Design cute_key_scheduler, sky130hd; sources not shown.
Figure 1. Met3 routing (run 1).
(4 px per um) Cells faint in the background.
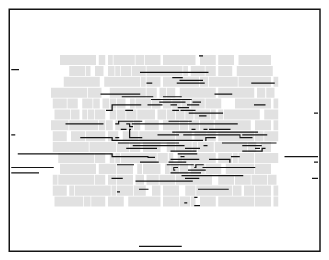
main direction	horizontal
longest straight run	26.2 um
wire length on this layer	528 um
final wirelength: 4990 um
number of vias in the routed layout: 1350

Figure 2. Routed clock nets over the placement (run 1).
(4 px per um)
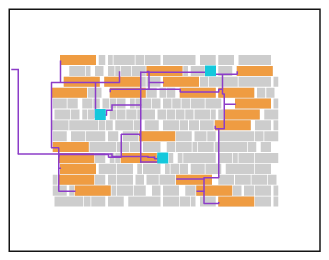
[cyan] clock-net drivers | count: 3
[purple] clock wires | length: 317 um
[orange] flip-flops | count: 23
routed clock nets	4
power in the clock group: 149 uW
worst clock skew: 0.00523 ns
clock network latency to the later pin of the worst-skew pair: 0.32 ns

Figure 3. Wiring by layer (run 1).
(4 px per um)
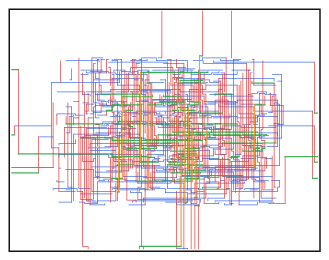
color	layer	wire length
blue	M1	1790 um
red	M2	2410 um
green	M3	528 um
orange	M4	263 um
routed length per instance: 23.7 um
all-layer global routing usage: 18.2%

Figure 4. Routing congestion (run 1).
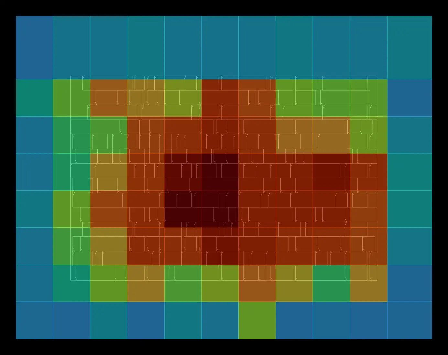
GRT Max-Usage Layer: met2
met3 usage: 4.94%

==> metrics.log <==
[metrics] run summary
INFO  metric die_h = 60.1 um
INFO  metric htree_num_levels = 1
INFO  metric layout_setup_ws = -0.533 ns
INFO  metric first_iter_violations = 198
INFO  metric cts.sink_count = 23
INFO  metric lay_top_cells = sky130_fd_sc_hd__buf_6, sky130_fd_sc_hd__dfrtn_1, sky130_fd_sc_hd__nand2b_1
INFO  metric power-per-cell-area = 312 nW/um2
INFO  metric numSynthFlops = 23
INFO  metric tritoncts = yes
INFO  metric worst_setup_hold_path_clk_slew = 0.09 ns
INFO  metric numCtsBuffers = 3
INFO  metric cts-hold-fix-buffers = 0
INFO  metric switching_part_of_the_total = 28.8%
INFO  metric slew_violations = 0
INFO  metric syn-cell-area = 1310 um2
INFO  metric number_of_global_route_vias_before_repair = 1193
INFO  metric synth_adder_area_share = 5.73%
INFO  metric share_clk_of_total_power = 23.9%
INFO  metric grt_max_degree = 24
INFO  metric critical_path_peak_fanout = 4
INFO  metric number_of_placed_cells_counting_well_taps = 192
INFO  metric share_comb_of_total_power = 24.0%
INFO  metric worst_path_largest_cell_delay = 0.46 ns
INFO  metric floorplanUtilization = 60.3%
INFO  metric slowest_stage_cell_on_the_critical_path = sky130_fd_sc_hd__dfrtn_1
INFO  metric global_route_wire_length_before_repair = 6480 um
INFO  metric worst-r2r-setup-slack = 1.26 ns
INFO  metric port_buffers = 18
INFO  metric vdd_ir_drop_max = 0.245 mV
INFO  metric critical_path_required = 2.74 ns
INFO  metric drv_cap = 0
INFO  metric p_seq_share = 52.1%
INFO  metric hpwl = 2380 um
INFO  metric routabilityCongestion = 0.869
INFO  metric end_kind = output pin
INFO  metric syn-num-nets = 145
INFO  metric critical_path.n_buffers_inverters = 3
INFO  metric post-synth-top-area-fraction = 43.9%
INFO  metric postRouteAntennaNets = 0
INFO  metric area_leaders = sky130_fd_sc_hd__dfrtn_1, sky130_fd_sc_hd__mux2i_1, sky130_fd_sc_hd__nand2b_1
INFO  metric cts-root-buf = sky130_fd_sc_hd__clkbuf_4
INFO  metric lay_top_count = sky130_fd_sc_hd__buf_6
INFO  metric hold_path.class = flop to flop
INFO  metric cp_num_cells = 7
INFO  metric power.net_switching = 180 uW
INFO  metric yosys_cells = 134
INFO  metric final_hold_viol_count = 0
INFO  metric setup_viol = 9
INFO  metric synthDistinctLibCells = 28
INFO  metric yosys.area_share.xor_xnor = 1.34%
INFO  metric cp_cell_instances = inv_2, ha_4, o21ai_4, nand2_4, buf_12, mux2i_4, buf_6
INFO  metric largest_area_cell = sky130_fd_sc_hd__dfrtn_1
INFO  metric outcome = finished, violations left
INFO  metric criticalPathCategory = flop to output pin
INFO  metric log.warning_count = 33
INFO  metric synth-compound-area-share = 5.64%
INFO  metric simple_gate_area_share = 23.1%
INFO  metric row_count = 14
INFO  metric fp.coreArea = 2170 um2
INFO  metric synthFlopType = sky130_fd_sc_hd__dfrtn_1
INFO  metric largest_register_ff_count = 12
INFO  metric cp_startpoint_kind = flop
INFO  metric grt_remaining_overflow = 0
INFO  metric synth-edff-count = 0
INFO  metric yosys-dominant-comb-family = simple AND/OR/NAND/NOR gates
INFO  metric postSynthAreaPerCell = 9.78 um2
INFO  metric portion_of_netlist_area_occupied_by_mux_cells = 14.6%
INFO  metric num_io_pins = 19
INFO  metric fin_nets = 191
INFO  metric timing.hold.worst_path_depth = 2
INFO  metric critical_path_arrival = 3.28 ns
INFO  metric async_flop_share = 100%
INFO  metric leakage_power = 0.957 nW
INFO  metric drt_pass1_iterations = 5
INFO  metric antenna_cells = 0
INFO  metric final_layout_size_suffix_gt1_share = 36.3%
INFO  metric int_power = 445 uW
INFO  metric holdWs = 0.538 ns
INFO  metric route.detailed.vias_per_inst = 6.40
INFO  metric violations_in_the_final_reports = negative setup slack
INFO  metric ys_chip_area = 1310 um2
INFO  metric synthesis.instances = 134
INFO  metric sequential_to_total_area_share_from_yosys_stat = 43.9%
INFO  metric instances_no_fill = 211
INFO  metric dieArea = 4650 um2
INFO  metric crit_family = flip-flops
INFO  metric route.detailed.drc = 0
INFO  metric syn2layout_area_growth = 53.0%
INFO  metric ff2ff_path_depth = 8
INFO  metric die-width = 77.3 um
INFO  metric grt_antenna_before_repair = 0
INFO  metric ys.warnings.count = 0
INFO  metric clock_path_buffers = 2
INFO  metric rsz0062_at_grt = yes
run 1: power groups by stage:
| stage | Combinational [mW] | Clock [mW] | Sequential [mW] |
|---|---|---|---|
| 2_1_floorplan | 0.0504 | 0 | 0.334 |
| 3_3_place_gp | 0.0993 | 0 | 0.327 |
| 3_5_place_dp | 0.105 | 0 | 0.328 |
| 4_1_cts | 0.125 | 0.146 | 0.323 |
| 5_1_grt | 0.156 | 0.163 | 0.326 |
| 6_report | 0.150 | 0.149 | 0.325 |
run 1: through the flow:
step           worst slack [ns]  instance area [um2]  setup TNS [ns]  util, %  total power [mW]
2_1_floorplan            -0.226                 1400           -1.35        -             0.385
3_3_place_gp             -0.533                 1720           -3.76     79.0             0.426
3_5_place_dp             -0.613                 1720           -4.51     79.0             0.433
4_1_cts                  -0.492                 1920           -3.26     88.3             0.593
5_1_grt                  -0.578                 2000           -4.15     92.3             0.645
6_report                 -0.533                 2000           -3.78     92.3             0.625
run 1: cell type report:
cell class | instances | area [um2]
clock buffers | 4 | 26.3
fillers | 78 | 168
inverters | 6 | 30.0
multi-input cells | 97 | 792
flip-flops and latches | 23 | 576
well taps | 32 | 40.0
repair buffers | 48 | 532
repair inverters | 1 | 8.76
run 1: routing by layer:
metal  part of all wire [%]  routed length [um]  track usage [%]
met1                     36                1790             20.5
met5                      0                   0                0
met4                    5.3                 263             8.55
met2                     48                2410             31.9
met3                     11                 527             4.94
run 1: Yosys cell counts (2+ instances only):
cell and n:
sky130_fd_sc_hd__nor2b_1 3, sky130_fd_sc_hd__clkbuf_1 3, sky130_fd_sc_hd__inv_1 5, sky130_fd_sc_hd__mux2i_1 18
sky130_fd_sc_hd__nor3_1 2, sky130_fd_sc_hd__dfrtn_1 23, sky130_fd_sc_hd__nand2b_1 14, sky130_fd_sc_hd__a21oi_1 4
sky130_fd_sc_hd__ha_1 6, sky130_fd_sc_hd__nand4_1 11, sky130_fd_sc_hd__nand3_1 4, sky130_fd_sc_hd__nor2_1 7
sky130_fd_sc_hd__buf_2 3, sky130_fd_sc_hd__o21ai_0 4, sky130_fd_sc_hd__nand2_1 14
run 1: cells by family after synthesis:
| family | after synthesis |
|---|---|
| AND-OR/OR-AND | 12 |
| XOR/XNOR | 2 |
| adder cells (fa/ha/maj) | 6 |
| buffers and inverters | 14 |
| flip-flops | 23 |
| multiplexers | 19 |
| other | 1 |
| AND/OR/NAND/NOR | 57 |
run 1: worst reg2reg max path: cells and delay by family (launching register included):
kind                       cells  cell delay, ns
AOI/OAI and AO/OA              2            0.54
buffers and inverters          4            0.50
DFF                            1            0.38
adders and majority gates      1            0.23
and+or+nand+nor                1            0.16
run 1: repair_timing:
item | 4_1_cts | 5_1_grt
endpoints found under the setup margin | 17 | 28
pin swaps | 3 | 2
gates resized | 101 | 11
gates cloned | 1 | 0
buffers inserted | 8 | 6
Power and IR drop assume default switching activity.
